===== config.mk =====
export PLATFORM = sky130hd
export DESIGN_NAME = an_fix_sched_n37_4x4_flat
export DESIGN_NICKNAME = d
export VERILOG_FILES = /design/src/rtl/an_fix_sched_n37_4x4_if.sv /design/src/rtl/an_fix_sched_n37_4x4.sv /design/src/flat_wrapper.sv
export SDC_FILE = /design/constraint.sdc
export NUM_CORES = 2
export LEC_CHECK = 0
export CORE_AREA = 2 2 342 344
export DETAILED_ROUTE_END_ITERATION = 8
export DIE_AREA = 0 0 344 346
export GPL_ROUTABILITY_DRIVEN = 0
export REMOVE_ABC_BUFFERS = 1
export SYNTH_ARGS = -nofsm -noshare
export SYNTH_HDL_FRONTEND = slang
export SYNTH_HIERARCHICAL = 1
export SYNTH_SLANG_ARGS = --single-unit
export TNS_END_PERCENT = 20

===== constraint.sdc =====
create_clock -name clk -period 4.7 [get_ports clk]
set_input_delay 0.47 -clock clk [delete_from_list [all_inputs] [get_ports clk]]
set_output_delay 0.47 -clock clk [all_outputs]
set_load 0.01 [all_outputs]

===== src/rtl/an_fix_sched_n37_4x4_if.sv =====
// Bus bundle for an_fix_sched_n37_4x4.
// Groups the block-in handshake, the shared-decoder port and the block-out
// handshake. The slave modport is the scheduler's view and the master
// modport is the view of the surrounding logic (lanes, decoder, consumer).
//   in_*  : one 4x4 block of Barrett results, lane i at [i*W +: W]
//   dec_* : one lane at a time to/from the shared an_decoder_n37
//   out_* : corrected block plus fix mask, fix count and uncorrected flag
interface an_fix_sched_n37_4x4_if #(
  parameter int LANES = 16,
  parameter int CW_W  = 18,
  parameter int MSG_W = 13,
  parameter int RES_W = 6
);
  logic                   in_valid;
  logic                   in_ready;
  logic [LANES*MSG_W-1:0] in_q;
  logic [LANES*RES_W-1:0] in_r;
  logic [LANES*CW_W-1:0]  in_recv;
  logic [LANES-1:0]       in_err;

  logic [CW_W-1:0]        dec_codeword;
  logic [RES_W-1:0]       dec_residue;
  logic [3:0]             dec_lane;
  logic                   dec_en;
  logic [MSG_W-1:0]       dec_message;

  logic                   out_valid;
  logic                   out_ready;
  logic [LANES*MSG_W-1:0] out_msg;
  logic [LANES-1:0]       out_fix_mask;
  logic [4:0]             out_fix_cnt;
  logic                   out_uncorr;

  modport slave (
    input  in_valid, in_q, in_r, in_recv, in_err, dec_message, out_ready,
    output in_ready, dec_codeword, dec_residue, dec_lane, dec_en,
           out_valid, out_msg, out_fix_mask, out_fix_cnt, out_uncorr
  );

  modport master (
    output in_valid, in_q, in_r, in_recv, in_err, dec_message, out_ready,
    input  in_ready, dec_codeword, dec_residue, dec_lane, dec_en,
           out_valid, out_msg, out_fix_mask, out_fix_cnt, out_uncorr
  );
endinterface


===== src/rtl/an_fix_sched_n37_4x4.sv =====
// an_fix_sched_n37_4x4: buffers one 4x4 n37 block and corrects every flagged
// lane serially through a single shared an_decoder_n37, lowest lane first,
// one lane per cycle, up to MAX_FIX lanes per block.
// Ports:
//   clk   : clock, rising edge
//   rst_n : asynchronous active-low reset; drops any in-flight block
//   bus   : an_fix_sched_n37_4x4_if.slave (in_*, dec_*, out_* groups)

// Per-lane storage: Barrett quotient (becomes the output message), residue
// and received codeword. A fix overwrites the message with the decoder result.
module an_fix_sched_n37_4x4_lane #(
  parameter int CW_W  = 18,
  parameter int MSG_W = 13,
  parameter int RES_W = 6
) (
  input  logic             clk,
  input  logic             rst_n,
  input  logic             load,
  input  logic             fix,
  input  logic [MSG_W-1:0] q_in,
  input  logic [RES_W-1:0] r_in,
  input  logic [CW_W-1:0]  recv_in,
  input  logic [MSG_W-1:0] dec_msg,
  output logic [MSG_W-1:0] msg,
  output logic [RES_W-1:0] r,
  output logic [CW_W-1:0]  recv
);
  always_ff @(posedge clk or negedge rst_n) begin
    if (!rst_n) begin
      msg  <= '0;
      r    <= '0;
      recv <= '0;
    end else if (load) begin
      msg  <= q_in;
      r    <= r_in;
      recv <= recv_in;
    end else if (fix) begin
      msg  <= dec_msg;
    end
  end
endmodule

module an_fix_sched_n37_4x4 #(
  parameter int LANES   = 16,
  parameter int CW_W    = 18,
  parameter int MSG_W   = 13,
  parameter int RES_W   = 6,
  parameter int MAX_FIX = 16
) (
  input logic                 clk,
  input logic                 rst_n,
  an_fix_sched_n37_4x4_if.slave bus
);
  typedef enum logic [1:0] {S_IDLE, S_FIX, S_DONE} state_t;

  state_t state, state_nxt;

  logic [LANES-1:0][MSG_W-1:0] q_arr, msg_arr;
  logic [LANES-1:0][RES_W-1:0] r_in_arr, r_arr;
  logic [LANES-1:0][CW_W-1:0]  recv_in_arr, recv_arr;

  logic [LANES-1:0] pend, pend_nxt, fix_mask, onehot;
  logic [4:0]       fix_cnt, cnt_nxt;
  logic             uncorr;
  logic [3:0]       sel_lane;
  logic             accept, in_fix, fix_exit;

  assign q_arr       = bus.in_q;
  assign r_in_arr    = bus.in_r;
  assign recv_in_arr = bus.in_recv;

  assign accept = bus.in_valid && (state == S_IDLE);
  assign in_fix = (state == S_FIX);

  // Lowest pending lane wins; scanning high-to-low leaves the lowest set bit.
  always_comb begin
    sel_lane = '0;
    onehot   = '0;
    for (int i = LANES-1; i >= 0; i--) begin
      if (pend[i]) begin
        sel_lane  = 4'(i);
        onehot    = '0;
        onehot[i] = 1'b1;
      end
    end
  end

  assign pend_nxt = pend & ~onehot;
  assign cnt_nxt  = fix_cnt + 5'd1;
  assign fix_exit = (pend_nxt == '0) || (cnt_nxt == 5'(MAX_FIX));

  genvar g;
  generate
    for (g = 0; g < LANES; g++) begin : g_lane
      an_fix_sched_n37_4x4_lane #(
        .CW_W  (CW_W),
        .MSG_W (MSG_W),
        .RES_W (RES_W)
      ) u_lane (
        .clk     (clk),
        .rst_n   (rst_n),
        .load    (accept),
        .fix     (in_fix && onehot[g]),
        .q_in    (q_arr[g]),
        .r_in    (r_in_arr[g]),
        .recv_in (recv_in_arr[g]),
        .dec_msg (bus.dec_message),
        .msg     (msg_arr[g]),
        .r       (r_arr[g]),
        .recv    (recv_arr[g])
      );
    end
  endgenerate

  always_ff @(posedge clk or negedge rst_n) begin
    if (!rst_n) state <= S_IDLE;
    else        state <= state_nxt;
  end

  always_comb begin
    state_nxt        = state;
    bus.in_ready     = 1'b0;
    bus.out_valid    = 1'b0;
    bus.dec_en       = 1'b0;
    bus.dec_lane     = '0;
    bus.dec_codeword = '0;
    bus.dec_residue  = '0;
    case (state)
      S_IDLE: begin
        bus.in_ready = 1'b1;
        if (bus.in_valid) state_nxt = (bus.in_err != '0) ? S_FIX : S_DONE;
      end
      S_FIX: begin
        bus.dec_en       = 1'b1;
        bus.dec_lane     = sel_lane;
        bus.dec_codeword = recv_arr[sel_lane];
        bus.dec_residue  = r_arr[sel_lane];
        if (fix_exit) state_nxt = S_DONE;
      end
      S_DONE: begin
        bus.out_valid = 1'b1;
        if (bus.out_ready) state_nxt = S_IDLE;
      end
      default: state_nxt = S_IDLE;
    endcase
  end

  always_ff @(posedge clk or negedge rst_n) begin
    if (!rst_n) begin
      pend     <= '0;
      fix_mask <= '0;
      fix_cnt  <= '0;
      uncorr   <= 1'b0;
    end else if (accept) begin
      pend     <= bus.in_err;
      fix_mask <= '0;
      fix_cnt  <= '0;
      uncorr   <= 1'b0;
    end else if (in_fix) begin
      pend     <= pend_nxt;
      fix_mask <= fix_mask | onehot;
      fix_cnt  <= cnt_nxt;
      // Leaving on the cap with lanes still pending: they keep Barrett q.
      if (fix_exit) uncorr <= (pend_nxt != '0);
    end
  end

  assign bus.out_msg      = msg_arr;
  assign bus.out_fix_mask = fix_mask;
  assign bus.out_fix_cnt  = fix_cnt;
  assign bus.out_uncorr   = uncorr;
endmodule


===== src/flat_wrapper.sv =====
// flat-port wrapper written by rule: the top's interface ports become plain ports
module an_fix_sched_n37_4x4_flat 
#(
  parameter int LANES   = 16,
  parameter int CW_W    = 18,
  parameter int MSG_W   = 13,
  parameter int RES_W   = 6,
  parameter int MAX_FIX = 16
)
  (clk, rst_n, bus_in_valid, bus_in_q, bus_in_r, bus_in_recv, bus_in_err, bus_dec_message, bus_out_ready, bus_in_ready, bus_dec_codeword, bus_dec_residue, bus_dec_lane, bus_dec_en, bus_out_valid, bus_out_msg, bus_out_fix_mask, bus_out_fix_cnt, bus_out_uncorr);
  an_fix_sched_n37_4x4_if #(.LANES(LANES), .CW_W(CW_W), .MSG_W(MSG_W), .RES_W(RES_W)) bus_i ();
  input logic clk;
  input logic rst_n;
  input wire logic [$bits(bus_i.in_valid)-1:0] bus_in_valid;
  input wire logic [$bits(bus_i.in_q)-1:0] bus_in_q;
  input wire logic [$bits(bus_i.in_r)-1:0] bus_in_r;
  input wire logic [$bits(bus_i.in_recv)-1:0] bus_in_recv;
  input wire logic [$bits(bus_i.in_err)-1:0] bus_in_err;
  input wire logic [$bits(bus_i.dec_message)-1:0] bus_dec_message;
  input wire logic [$bits(bus_i.out_ready)-1:0] bus_out_ready;
  output wire logic [$bits(bus_i.in_ready)-1:0] bus_in_ready;
  output wire logic [$bits(bus_i.dec_codeword)-1:0] bus_dec_codeword;
  output wire logic [$bits(bus_i.dec_residue)-1:0] bus_dec_residue;
  output wire logic [$bits(bus_i.dec_lane)-1:0] bus_dec_lane;
  output wire logic [$bits(bus_i.dec_en)-1:0] bus_dec_en;
  output wire logic [$bits(bus_i.out_valid)-1:0] bus_out_valid;
  output wire logic [$bits(bus_i.out_msg)-1:0] bus_out_msg;
  output wire logic [$bits(bus_i.out_fix_mask)-1:0] bus_out_fix_mask;
  output wire logic [$bits(bus_i.out_fix_cnt)-1:0] bus_out_fix_cnt;
  output wire logic [$bits(bus_i.out_uncorr)-1:0] bus_out_uncorr;
  assign bus_i.in_valid = bus_in_valid;
  assign bus_i.in_q = bus_in_q;
  assign bus_i.in_r = bus_in_r;
  assign bus_i.in_recv = bus_in_recv;
  assign bus_i.in_err = bus_in_err;
  assign bus_i.dec_message = bus_dec_message;
  assign bus_i.out_ready = bus_out_ready;
  assign bus_in_ready = bus_i.in_ready;
  assign bus_dec_codeword = bus_i.dec_codeword;
  assign bus_dec_residue = bus_i.dec_residue;
  assign bus_dec_lane = bus_i.dec_lane;
  assign bus_dec_en = bus_i.dec_en;
  assign bus_out_valid = bus_i.out_valid;
  assign bus_out_msg = bus_i.out_msg;
  assign bus_out_fix_mask = bus_i.out_fix_mask;
  assign bus_out_fix_cnt = bus_i.out_fix_cnt;
  assign bus_out_uncorr = bus_i.out_uncorr;
  an_fix_sched_n37_4x4 #(.LANES(LANES), .CW_W(CW_W), .MSG_W(MSG_W), .RES_W(RES_W), .MAX_FIX(MAX_FIX)) u_core (.clk(clk), .rst_n(rst_n), .bus(bus_i));
endmodule

### Pin map

Pins as bars across the die edge, other pins in gray.
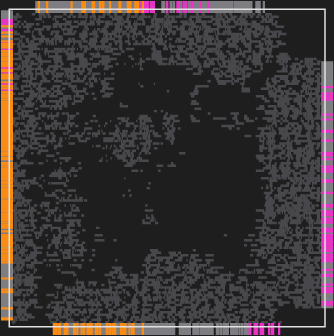
orange -> bus_in_q  # pins 208, direction input, edge 147 west, 38 south, 23 north
cyan -> bus_dec_en  # pins 1, direction output, edge west
magenta -> bus_in_r  # pins 96, direction input, edge 56 east, 16 north, 12 west, 12 south

### Port wiring

Drawn at 1 px/um.
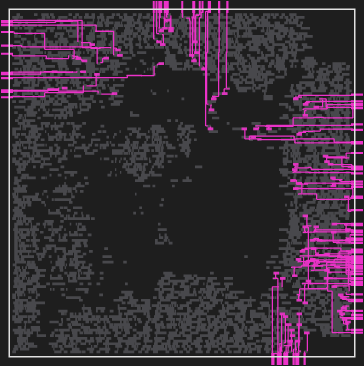
magenta -> bus_in_r  # bits 96, direction input, edge 56 east, 16 north, 12 west, 12 south, end cells 96, wire 5390 um

==> reports/qor.txt <==
outcome: complete, no violations
Post-Synthesis Cells: 2617
Filler Cell Count: 11200
Adder Area Share: 0.103%
Worst Path Required: 4.23 ns
Worst Hold Class: input port to flop
Buf+Inv Stages, Crit Path: 2
ys flop type: dfrtp_1
asr flop ratio synth: 100%
Setup crit end: bus_dec_codeword[17]
Hold Path Depth: 3
initial DRC count: 1542
Pre-Place Util: 27.5%
Layout Area Growth over Synthesis: 40.3%
root buffer cell: clkbuf_16
FP Rows: 125
mux frac, synth: 25.6%
Setup Fix Bufs, Post-CTS: 3
CTS sink count: 632
CTS tree: built
Final Max Slew Viols: 0
Routed Antenna Nets: 0
top flop regs: u_core/g_lane.u_lane/recv (288), u_core/g_lane.u_lane/msg (208), u_core/g_lane.u_lane/r (96)
Unique cell types: 64
R2R Path End: u_core/g_lane[15].u_lane/msg[11]$_DFFE_PN0P_
fin area: 44500 um^2
die area: 119000 um^2
H-tree depth: 3
dpl cells: 4915
Arrival @ worst endpoint: 4.14 ns
Max transition margin: 21.9%
YS warnings: 6
pre-CTS WS: 0.541 ns
commonest non-fill, non-tap cell in the layout: clkdlybuf4s50_1
r2r setup slk: 1.22 ns
largest net degree at the start of global routing: 112
Compound-Gate Fraction of Synth Area: 7.50%
Post-DP Area: 41700 um^2
routed via count: 24500
worst hold slack: 0.371 ns
CP Depth: 9
Worst path max stage delay: 0.63 ns
unrepaired setup endpoints after global routing: true
### Signal wires by layer

Drawn at 1 px/um.
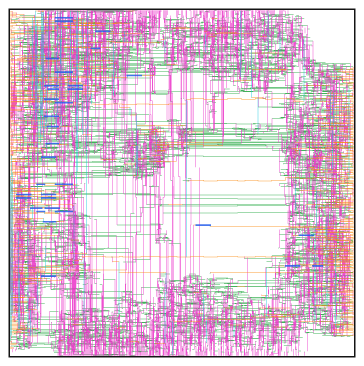
blue -> metal 5  # wire length 434 um
cyan -> metal 4  # wire length 4400 um
green -> metal 1  # wire length 52.3 mm
orange -> metal 3  # wire length 10900 um
magenta -> metal 2  # wire length 64.7 mm

## layer usage
layer	GRT usage (%)	routed length, um	vias to the layer above
met5	0	434	-
met4	6.60	4400	66
met3	6.71	10900	225
met2	36.7	64700	906
met1	25.9	52300	12300
li1	-	-	11000
## where the power goes
group	switching [uW]	internal, uW
clock	2470	3600
combinational	10900	10300
sequential	1920	8200
## cell type report
| class | instances | area, um^2 | share of cell area, % |
|---|---|---|---|
| Antenna cell | 11 | 27.5 | 0.0619 |
| Clock buffer | 112 | 2250 | 5.06 |
| Clock inverter | 21 | 287 | 0.644 |
| Inverter | 7 | 33.8 | 0.0760 |
| Multi-Input combinational cell | 1767 | 14200 | 31.9 |
| Sequential cell | 632 | 15800 | 35.6 |
| Tap cell | 1524 | 1910 | 4.29 |
| Timing Repair Buffer | 996 | 9980 | 22.4 |
No activity file was given, so power comes from the tool's default toggle rates.
